==> images/util_map.png <==
The die is cut into 9 by 9 equal tiles; dark blue is low, red is high, 0 to 100% covered.
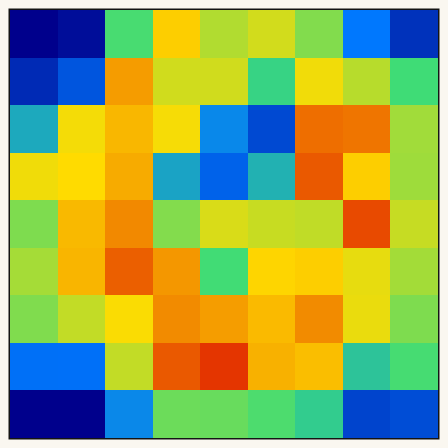
==> images/clock_wires.png <==
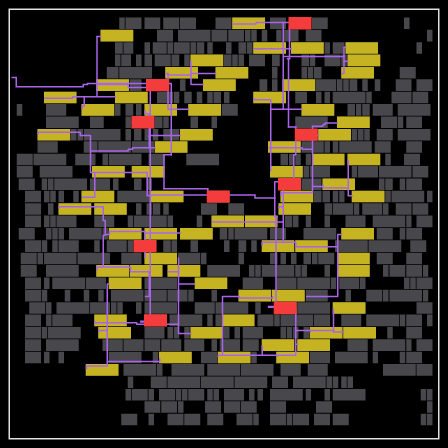
==> images/gates.png <==
The bar under the picture is 20 µm long.
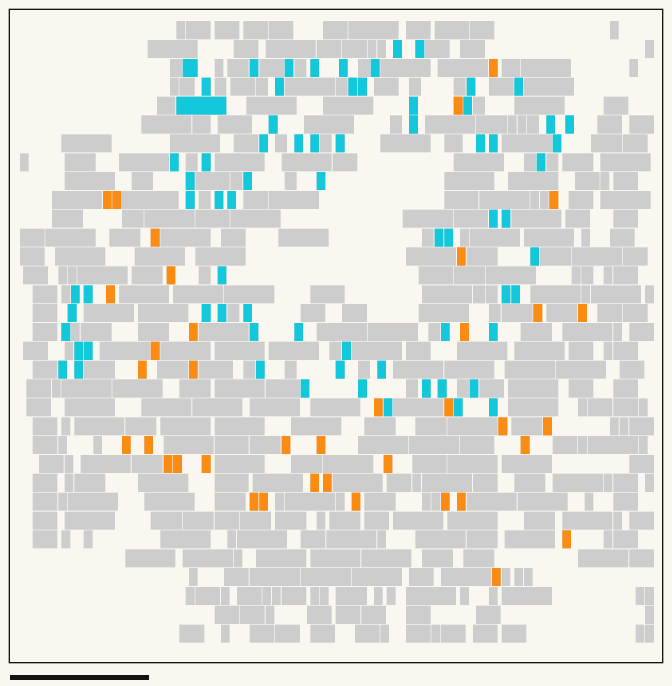
==> images/layers.png <==
The bar under the picture is 20 µm long.
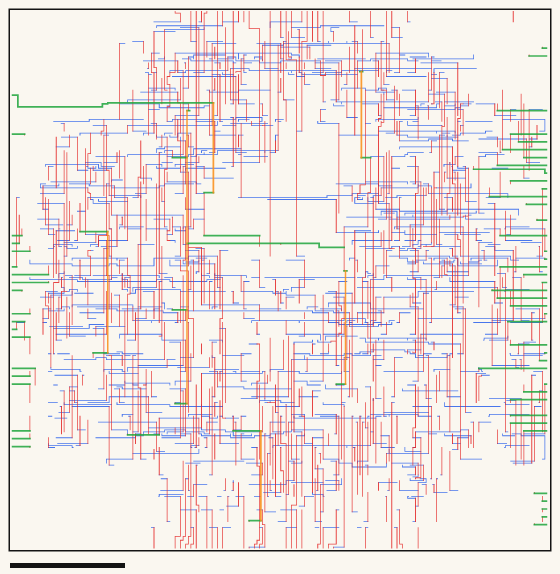
==> images/congestion_map.png <==
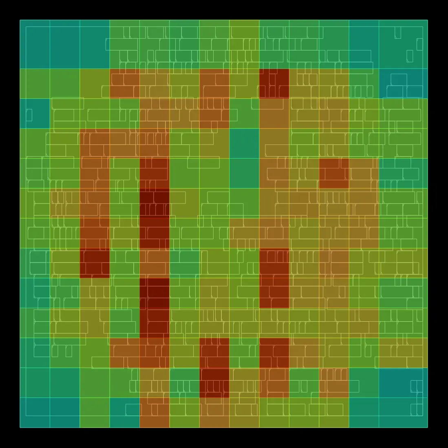
$ cat src/rtl/csa_tree_pipe_pkg.sv
// Shared helpers for the pipelined carry-save reduction tree: level/stage
// counting and the per-level vector count of the 4:2 / 3:2 schedule.
package csa_tree_pipe_pkg;

    function automatic int clog2(input int n);
        int r;
        int v;
        r = 0;
        v = 1;
        while (v < n) begin
            v = v * 2;
            r++;
        end
        return r;
    endfunction

    function automatic int csa_levels(input int n);
        return (clog2(n) > 1) ? clog2(n) - 1 : 0;
    endfunction

    function automatic int csa_stages(input int levels, input int reg_every);
        int s;
        s = (levels + reg_every - 1) / reg_every;
        return (s < 1) ? 1 : s;
    endfunction

    // Groups of four become two vectors; a leftover three is compressed to two,
    // a leftover two or one passes straight through.
    function automatic int csa_next_count(input int n);
        return 2 * (n / 4) + (((n % 4) == 3) ? 2 : (n % 4));
    endfunction

    function automatic int csa_count(input int n, input int k);
        int c;
        c = n;
        for (int i = 0; i < k; i++) begin
            c = csa_next_count(c);
        end
        return c;
    endfunction

endpackage

$ cat src/rtl/csa_tree_pipe_if.sv
// Operand-in / redundant-sum-out bundle of the reduction tree.
// valid/ready: a beat moves on either side exactly when valid and ready are both high.
interface csa_tree_pipe_if import csa_tree_pipe_pkg::*; #(
    parameter int N         = 8,
    parameter int IN_WIDTH  = 8,
    parameter int OUT_WIDTH = IN_WIDTH + clog2(N),
    parameter int TAG_WIDTH = 4
);
    logic                          valid_i;
    logic                          ready_o;
    logic [N-1:0][IN_WIDTH-1:0]    operands_i;
    logic                          signed_i;
    logic [TAG_WIDTH-1:0]          tag_i;
    logic                          valid_o;
    logic                          ready_i;
    logic [OUT_WIDTH-1:0]          sum_o;
    logic [OUT_WIDTH-1:0]          carry_o;
    logic [OUT_WIDTH-1:0]          result_o;
    logic [TAG_WIDTH-1:0]          tag_o;

    modport slave (
        input  valid_i, operands_i, signed_i, tag_i, ready_i,
        output ready_o, valid_o, sum_o, carry_o, result_o, tag_o
    );

    modport master (
        output valid_i, operands_i, signed_i, tag_i, ready_i,
        input  ready_o, valid_o, sum_o, carry_o, result_o, tag_o
    );
endinterface

$ cat src/rtl/csa_tree_pipe_reduce_level.sv
// One combinational reduction level: N_IN vectors in, csa_next_count(N_IN) out.
// A 4:2 compressor is built as two chained 3:2 compressors.
module csa_tree_pipe_reduce_level import csa_tree_pipe_pkg::*; #(
    parameter int N_IN  = 8,
    parameter int WIDTH = 11,
    localparam int N_OUT = csa_next_count(N_IN)
) (
    input  logic [N_IN-1:0][WIDTH-1:0]  in_vec,
    output logic [N_OUT-1:0][WIDTH-1:0] out_vec
);
    localparam int GROUPS = N_IN / 4;
    localparam int REM    = N_IN % 4;

    function automatic logic [WIDTH-1:0] csa_sum(input logic [WIDTH-1:0] a,
                                                  input logic [WIDTH-1:0] b,
                                                  input logic [WIDTH-1:0] c);
        return a ^ b ^ c;
    endfunction

    // Majority bits carry into the next column; the top carry falls off.
    function automatic logic [WIDTH-1:0] csa_carry(input logic [WIDTH-1:0] a,
                                                    input logic [WIDTH-1:0] b,
                                                    input logic [WIDTH-1:0] c);
        logic [WIDTH-1:0] maj;
        maj = (a & b) | (a & c) | (b & c);
        return maj << 1;
    endfunction

    for (genvar g = 0; g < GROUPS; g++) begin : g_c42
        logic [WIDTH-1:0] s1;
        logic [WIDTH-1:0] c1;
        assign s1 = csa_sum(in_vec[4*g], in_vec[4*g+1], in_vec[4*g+2]);
        assign c1 = csa_carry(in_vec[4*g], in_vec[4*g+1], in_vec[4*g+2]);
        assign out_vec[2*g]   = csa_sum(s1, c1, in_vec[4*g+3]);
        assign out_vec[2*g+1] = csa_carry(s1, c1, in_vec[4*g+3]);
    end

    if (REM == 3) begin : g_c32
        assign out_vec[2*GROUPS]   = csa_sum(in_vec[4*GROUPS], in_vec[4*GROUPS+1],
                                             in_vec[4*GROUPS+2]);
        assign out_vec[2*GROUPS+1] = csa_carry(in_vec[4*GROUPS], in_vec[4*GROUPS+1],
                                               in_vec[4*GROUPS+2]);
    end else if (REM == 2) begin : g_pass2
        assign out_vec[2*GROUPS]   = in_vec[4*GROUPS];
        assign out_vec[2*GROUPS+1] = in_vec[4*GROUPS+1];
    end else if (REM == 1) begin : g_pass1
        assign out_vec[2*GROUPS] = in_vec[4*GROUPS];
    end

endmodule

$ cat src/rtl/csa_tree_pipe.sv
// Pipelined N-operand carry-save tree with elastic valid/ready stages, a
// sideband tag and an optional registered carry-propagate adder at the end.
module csa_tree_pipe import csa_tree_pipe_pkg::*; #(
    parameter int N         = 8,
    parameter int IN_WIDTH  = 8,
    parameter int OUT_WIDTH = IN_WIDTH + clog2(N),
    parameter int REG_EVERY = 1,
    parameter int FINAL_ADD = 0,
    parameter int TAG_WIDTH = 4
) (
    input logic           clk_i,
    input logic           rst_i,
    csa_tree_pipe_if.slave bus
);
    localparam int L = csa_levels(N);
    localparam int S = csa_stages(L, REG_EVERY);

    logic [N-1:0][OUT_WIDTH-1:0] ext_ops;
    logic [S-1:0]                valid_q, valid_d, stg_ready, load;
    logic [S-1:0][TAG_WIDTH-1:0] tag_q, tag_d;
    logic [S:0]                  chain_valid;
    logic [S:0][TAG_WIDTH-1:0]   chain_tag;
    logic                        tail_ready;
    logic [OUT_WIDTH-1:0]        tree_sum, tree_carry;

    always_comb begin
        for (int i = 0; i < N; i++) begin
            ext_ops[i] = {OUT_WIDTH{bus.signed_i & bus.operands_i[i][IN_WIDTH-1]}};
            ext_ops[i][IN_WIDTH-1:0] = bus.operands_i[i];
        end
    end

    // Entry 0 is the input port, entry s+1 is the output of stage s.
    assign chain_valid = {valid_q, bus.valid_i};
    assign chain_tag   = {tag_q, bus.tag_i};

    always_comb begin
        logic nxt_ready;
        stg_ready = '0;
        nxt_ready = tail_ready;
        for (int s = S - 1; s >= 0; s--) begin
            nxt_ready    = ~valid_q[s] | nxt_ready;
            stg_ready[s] = nxt_ready;
        end
    end

    always_comb begin
        load    = '0;
        valid_d = valid_q;
        tag_d   = tag_q;
        for (int s = 0; s < S; s++) begin
            load[s] = chain_valid[s] & stg_ready[s];
            if (stg_ready[s]) valid_d[s] = chain_valid[s];
            if (chain_valid[s] & stg_ready[s]) tag_d[s] = chain_tag[s];
        end
    end

    always_ff @(posedge clk_i) begin
        if (rst_i) begin
            valid_q <= '0;
            tag_q   <= '0;
        end else begin
            valid_q <= valid_d;
            tag_q   <= tag_d;
        end
    end

    assign bus.ready_o = stg_ready[0];

    if (L == 0) begin : g_flat
        // One or two operands: nothing to compress, just register them.
        logic [N-1:0][OUT_WIDTH-1:0] vec_q, vec_d;
        always_comb vec_d = load[0] ? ext_ops : vec_q;
        always_ff @(posedge clk_i) begin
            if (rst_i) vec_q <= '0;
            else       vec_q <= vec_d;
        end
        assign tree_sum = vec_q[0];
        if (N > 1) begin : g_two
            assign tree_carry = vec_q[N-1];
        end else begin : g_one
            assign tree_carry = '0;
        end
    end else begin : g_tree
        for (genvar k = 0; k < L; k++) begin : g_lvl
            localparam int CIN   = csa_count(N, k);
            localparam int COUT  = csa_count(N, k + 1);
            localparam int STG   = k / REG_EVERY;
            localparam bit CLOSE = ((k % REG_EVERY) == (REG_EVERY - 1)) || (k == L - 1);

            logic [CIN-1:0][OUT_WIDTH-1:0]  in_vec;
            logic [COUT-1:0][OUT_WIDTH-1:0] red_vec, out_vec;

            if (k == 0) begin : g_src
                assign in_vec = ext_ops;
            end else begin : g_src
                assign in_vec = g_lvl[k-1].out_vec;
            end

            csa_tree_pipe_reduce_level #(
                .N_IN  (CIN),
                .WIDTH (OUT_WIDTH)
            ) u_level (
                .in_vec  (in_vec),
                .out_vec (red_vec)
            );

            if (CLOSE) begin : g_reg
                logic [COUT-1:0][OUT_WIDTH-1:0] vec_q, vec_d;
                always_comb vec_d = load[STG] ? red_vec : vec_q;
                always_ff @(posedge clk_i) begin
                    if (rst_i) vec_q <= '0;
                    else       vec_q <= vec_d;
                end
                assign out_vec = vec_q;
            end else begin : g_wire
                assign out_vec = red_vec;
            end
        end
        assign tree_sum   = g_lvl[L-1].out_vec[0];
        assign tree_carry = g_lvl[L-1].out_vec[1];
    end

    if (FINAL_ADD != 0) begin : g_cpa
        logic                 out_valid_q, out_valid_d, cpa_load;
        logic [OUT_WIDTH-1:0] sum_q, sum_d, carry_q, carry_d, result_q, result_d;
        logic [TAG_WIDTH-1:0] out_tag_q, out_tag_d;

        assign tail_ready = ~out_valid_q | bus.ready_i;

        always_comb begin
            cpa_load    = chain_valid[S] & tail_ready;
            out_valid_d = tail_ready ? chain_valid[S] : out_valid_q;
            sum_d       = cpa_load ? tree_sum : sum_q;
            carry_d     = cpa_load ? tree_carry : carry_q;
            result_d    = cpa_load ? tree_sum + tree_carry : result_q;
            out_tag_d   = cpa_load ? chain_tag[S] : out_tag_q;
        end

        always_ff @(posedge clk_i) begin
            if (rst_i) begin
                out_valid_q <= 1'b0;
                sum_q       <= '0;
                carry_q     <= '0;
                result_q    <= '0;
                out_tag_q   <= '0;
            end else begin
                out_valid_q <= out_valid_d;
                sum_q       <= sum_d;
                carry_q     <= carry_d;
                result_q    <= result_d;
                out_tag_q   <= out_tag_d;
            end
        end

        assign bus.valid_o  = out_valid_q;
        assign bus.sum_o    = sum_q;
        assign bus.carry_o  = carry_q;
        assign bus.result_o = result_q;
        assign bus.tag_o    = out_tag_q;
    end else begin : g_direct
        assign tail_ready   = bus.ready_i;
        assign bus.valid_o  = chain_valid[S];
        assign bus.sum_o    = tree_sum;
        assign bus.carry_o  = tree_carry;
        assign bus.result_o = '0;
        assign bus.tag_o    = chain_tag[S];
    end

endmodule
$ cat src/flat_wrapper.sv
// flat-port wrapper written by rule: the top's interface ports become plain ports
module csa_tree_pipe_flat import csa_tree_pipe_pkg::*;
#(
    parameter int N         = 8,
    parameter int IN_WIDTH  = 8,
    parameter int OUT_WIDTH = IN_WIDTH + clog2(N),
    parameter int REG_EVERY = 1,
    parameter int FINAL_ADD = 0,
    parameter int TAG_WIDTH = 4
)
  (clk_i, rst_i, bus_valid_i, bus_operands_i, bus_signed_i, bus_tag_i, bus_ready_i, bus_ready_o, bus_valid_o, bus_sum_o, bus_carry_o, bus_result_o, bus_tag_o);
  csa_tree_pipe_if #(.N(N), .IN_WIDTH(IN_WIDTH), .OUT_WIDTH(OUT_WIDTH), .TAG_WIDTH(TAG_WIDTH)) bus_i ();
  input logic clk_i;
  input logic rst_i;
  input wire logic [$bits(bus_i.valid_i)-1:0] bus_valid_i;
  input wire logic [$bits(bus_i.operands_i)-1:0] bus_operands_i;
  input wire logic [$bits(bus_i.signed_i)-1:0] bus_signed_i;
  input wire logic [$bits(bus_i.tag_i)-1:0] bus_tag_i;
  input wire logic [$bits(bus_i.ready_i)-1:0] bus_ready_i;
  output wire logic [$bits(bus_i.ready_o)-1:0] bus_ready_o;
  output wire logic [$bits(bus_i.valid_o)-1:0] bus_valid_o;
  output wire logic [$bits(bus_i.sum_o)-1:0] bus_sum_o;
  output wire logic [$bits(bus_i.carry_o)-1:0] bus_carry_o;
  output wire logic [$bits(bus_i.result_o)-1:0] bus_result_o;
  output wire logic [$bits(bus_i.tag_o)-1:0] bus_tag_o;
  assign bus_i.valid_i = bus_valid_i;
  assign bus_i.operands_i = bus_operands_i;
  assign bus_i.signed_i = bus_signed_i;
  assign bus_i.tag_i = bus_tag_i;
  assign bus_i.ready_i = bus_ready_i;
  assign bus_ready_o = bus_i.ready_o;
  assign bus_valid_o = bus_i.valid_o;
  assign bus_sum_o = bus_i.sum_o;
  assign bus_carry_o = bus_i.carry_o;
  assign bus_result_o = bus_i.result_o;
  assign bus_tag_o = bus_i.tag_o;
  csa_tree_pipe #(.N(N), .IN_WIDTH(IN_WIDTH), .OUT_WIDTH(OUT_WIDTH), .REG_EVERY(REG_EVERY), .FINAL_ADD(FINAL_ADD), .TAG_WIDTH(TAG_WIDTH)) u_core (.clk_i(clk_i), .rst_i(rst_i), .bus(bus_i));
endmodule
$ cat config.mk
export PLATFORM = sky130hd
export DESIGN_NAME = csa_tree_pipe_flat
export DESIGN_NICKNAME = d
export VERILOG_FILES = /design/src/rtl/csa_tree_pipe_pkg.sv /design/src/rtl/csa_tree_pipe_if.sv /design/src/rtl/csa_tree_pipe_reduce_level.sv /design/src/rtl/csa_tree_pipe.sv /design/src/flat_wrapper.sv
export SDC_FILE = /design/constraint.sdc
export NUM_CORES = 1
export LEC_CHECK = 0
export CAP_MARGIN = 20
export CORE_UTILIZATION = 49
export DETAILED_ROUTE_END_ITERATION = 10
export PLACE_DENSITY = 0.81
export SLEW_MARGIN = 10
export SYNTH_ARGS = -nofsm -noshare
export SYNTH_HDL_FRONTEND = slang
export SYNTH_SLANG_ARGS = --single-unit
$ cat constraint.sdc
create_clock -name clk_i -period 2.6 [get_ports clk_i]
set_clock_uncertainty 0.15 [all_clocks]
set_input_delay 0.39 -clock clk_i [delete_from_list [all_inputs] [get_ports clk_i]]
set_output_delay 0.39 -clock clk_i [all_outputs]
set_load 0.005 [all_outputs]
==> flow_summary.yaml <==
# implementation run metrics
layout:
  nets: 634
  lay_top_cells: "clkdlybuf4s50_1, nand2_1, dfxtp_1, inv_1, fa_1"
  nFillCells: 651
  drive_gt1_share_pct: 11.2
  postLayoutCoreUtil_pct: 64.3
  finalInstanceArea_mm2: 0.00528
route:
  route.met3.wl_um: 340
  dr.first_iter.drc_count: 97
  routed.top_layer: "met4"
die:
  fp.dieW_um: 94.0
  dieHeight_um: 94.0
critical_path:
  critPathMaxFanout: 8
  cp-end-kind: "register"
  crit_path_start_kind: "input port"
  path_delay_family: "adder cells"
  critPathLaunch: "bus_signed_i"
sta:
  whs_ns: 0.297
  max_clock_freq_ghz: 0.448
  rsz0062_at_grt: "no"
synthesis:
  ys_seq_share_pct: 33.8
  area_leaders: "dfxtp_1, fa_1, a211oi_2, nand2_1, inv_1"
run_status:
  status: "finished clean"
cts:
  postCtsSetupBuffers: 0
  clk_latency_ns: 0.34
pwr:
  p_total_mw: 2.83
global_route:
  grt_max_degree: 81
hold_path:
  hp-class: "register to register"
  holdCritStartpoint: "u_core.chain_tag[7]"
## Picture notes: util_map.png
tiles over 75% full: 31%
fullest tile: 94%
nearly empty tiles: 3.7%
mean over tiles: 58%

## Picture notes: clock_wires.png
[clock-net drivers] red | count: 9
[clock wires] purple | length: 844 µm
[flip-flops] yellow | count: 70
routed clock nets: 10

## Picture notes: gates.png
| family | color | cells | most used |
|---|---|---|---|
| nor cells | orange | 38 | nor2_1 |
| nand cells | cyan | 72 | nand2_1 |

## Picture notes: layers.png
| layer | color | wire length |
|---|---|---|
| M3 | green | 341 µm |
| M1 | blue | 3210 µm |
| M4 | orange | 138 µm |
| M2 | red | 4180 µm |

## Picture notes: congestion_map.png
Global Route Usage Sum: 20.3%
Routed WL per cell: 12.8 µm
met2 Track Usage GR: 37.4%
met3 Use GR: 3.72%
met1 Use GR: 22.8%

-- final cells by class --
type | instances | area, µm² | area share (%)
clock buffer | 14 | 193 | 3.65
tap | 105 | 131 | 2.49
timing repair buffer | 102 | 1030 | 19.5
multi-input combinational | 255 | 2280 | 43.1
sequential | 70 | 1400 | 26.5
inverter | 66 | 248 | 4.69
-- Yosys cell counts (all sizes together) --
library cell / count
a211oi: 38
a21oi: 32
and2: 2
buf: 29
clkbuf: 11
conb: 1
dfxtp: 70
fa: 54
ha: 3
inv: 66
nand2: 70
nand2b: 1
nand3b: 1
nor2: 38
xnor2: 1
xnor3: 1
xor2: 1
-- power breakdown --
group,internal (mW),switching [mW],total (mW)
combinational,0.403,0.354,0.757
sequential,1.17,0.0683,1.24
clock,0.467,0.373,0.840
Power figures rest on the tool's default switching activity, not on a simulated workload.
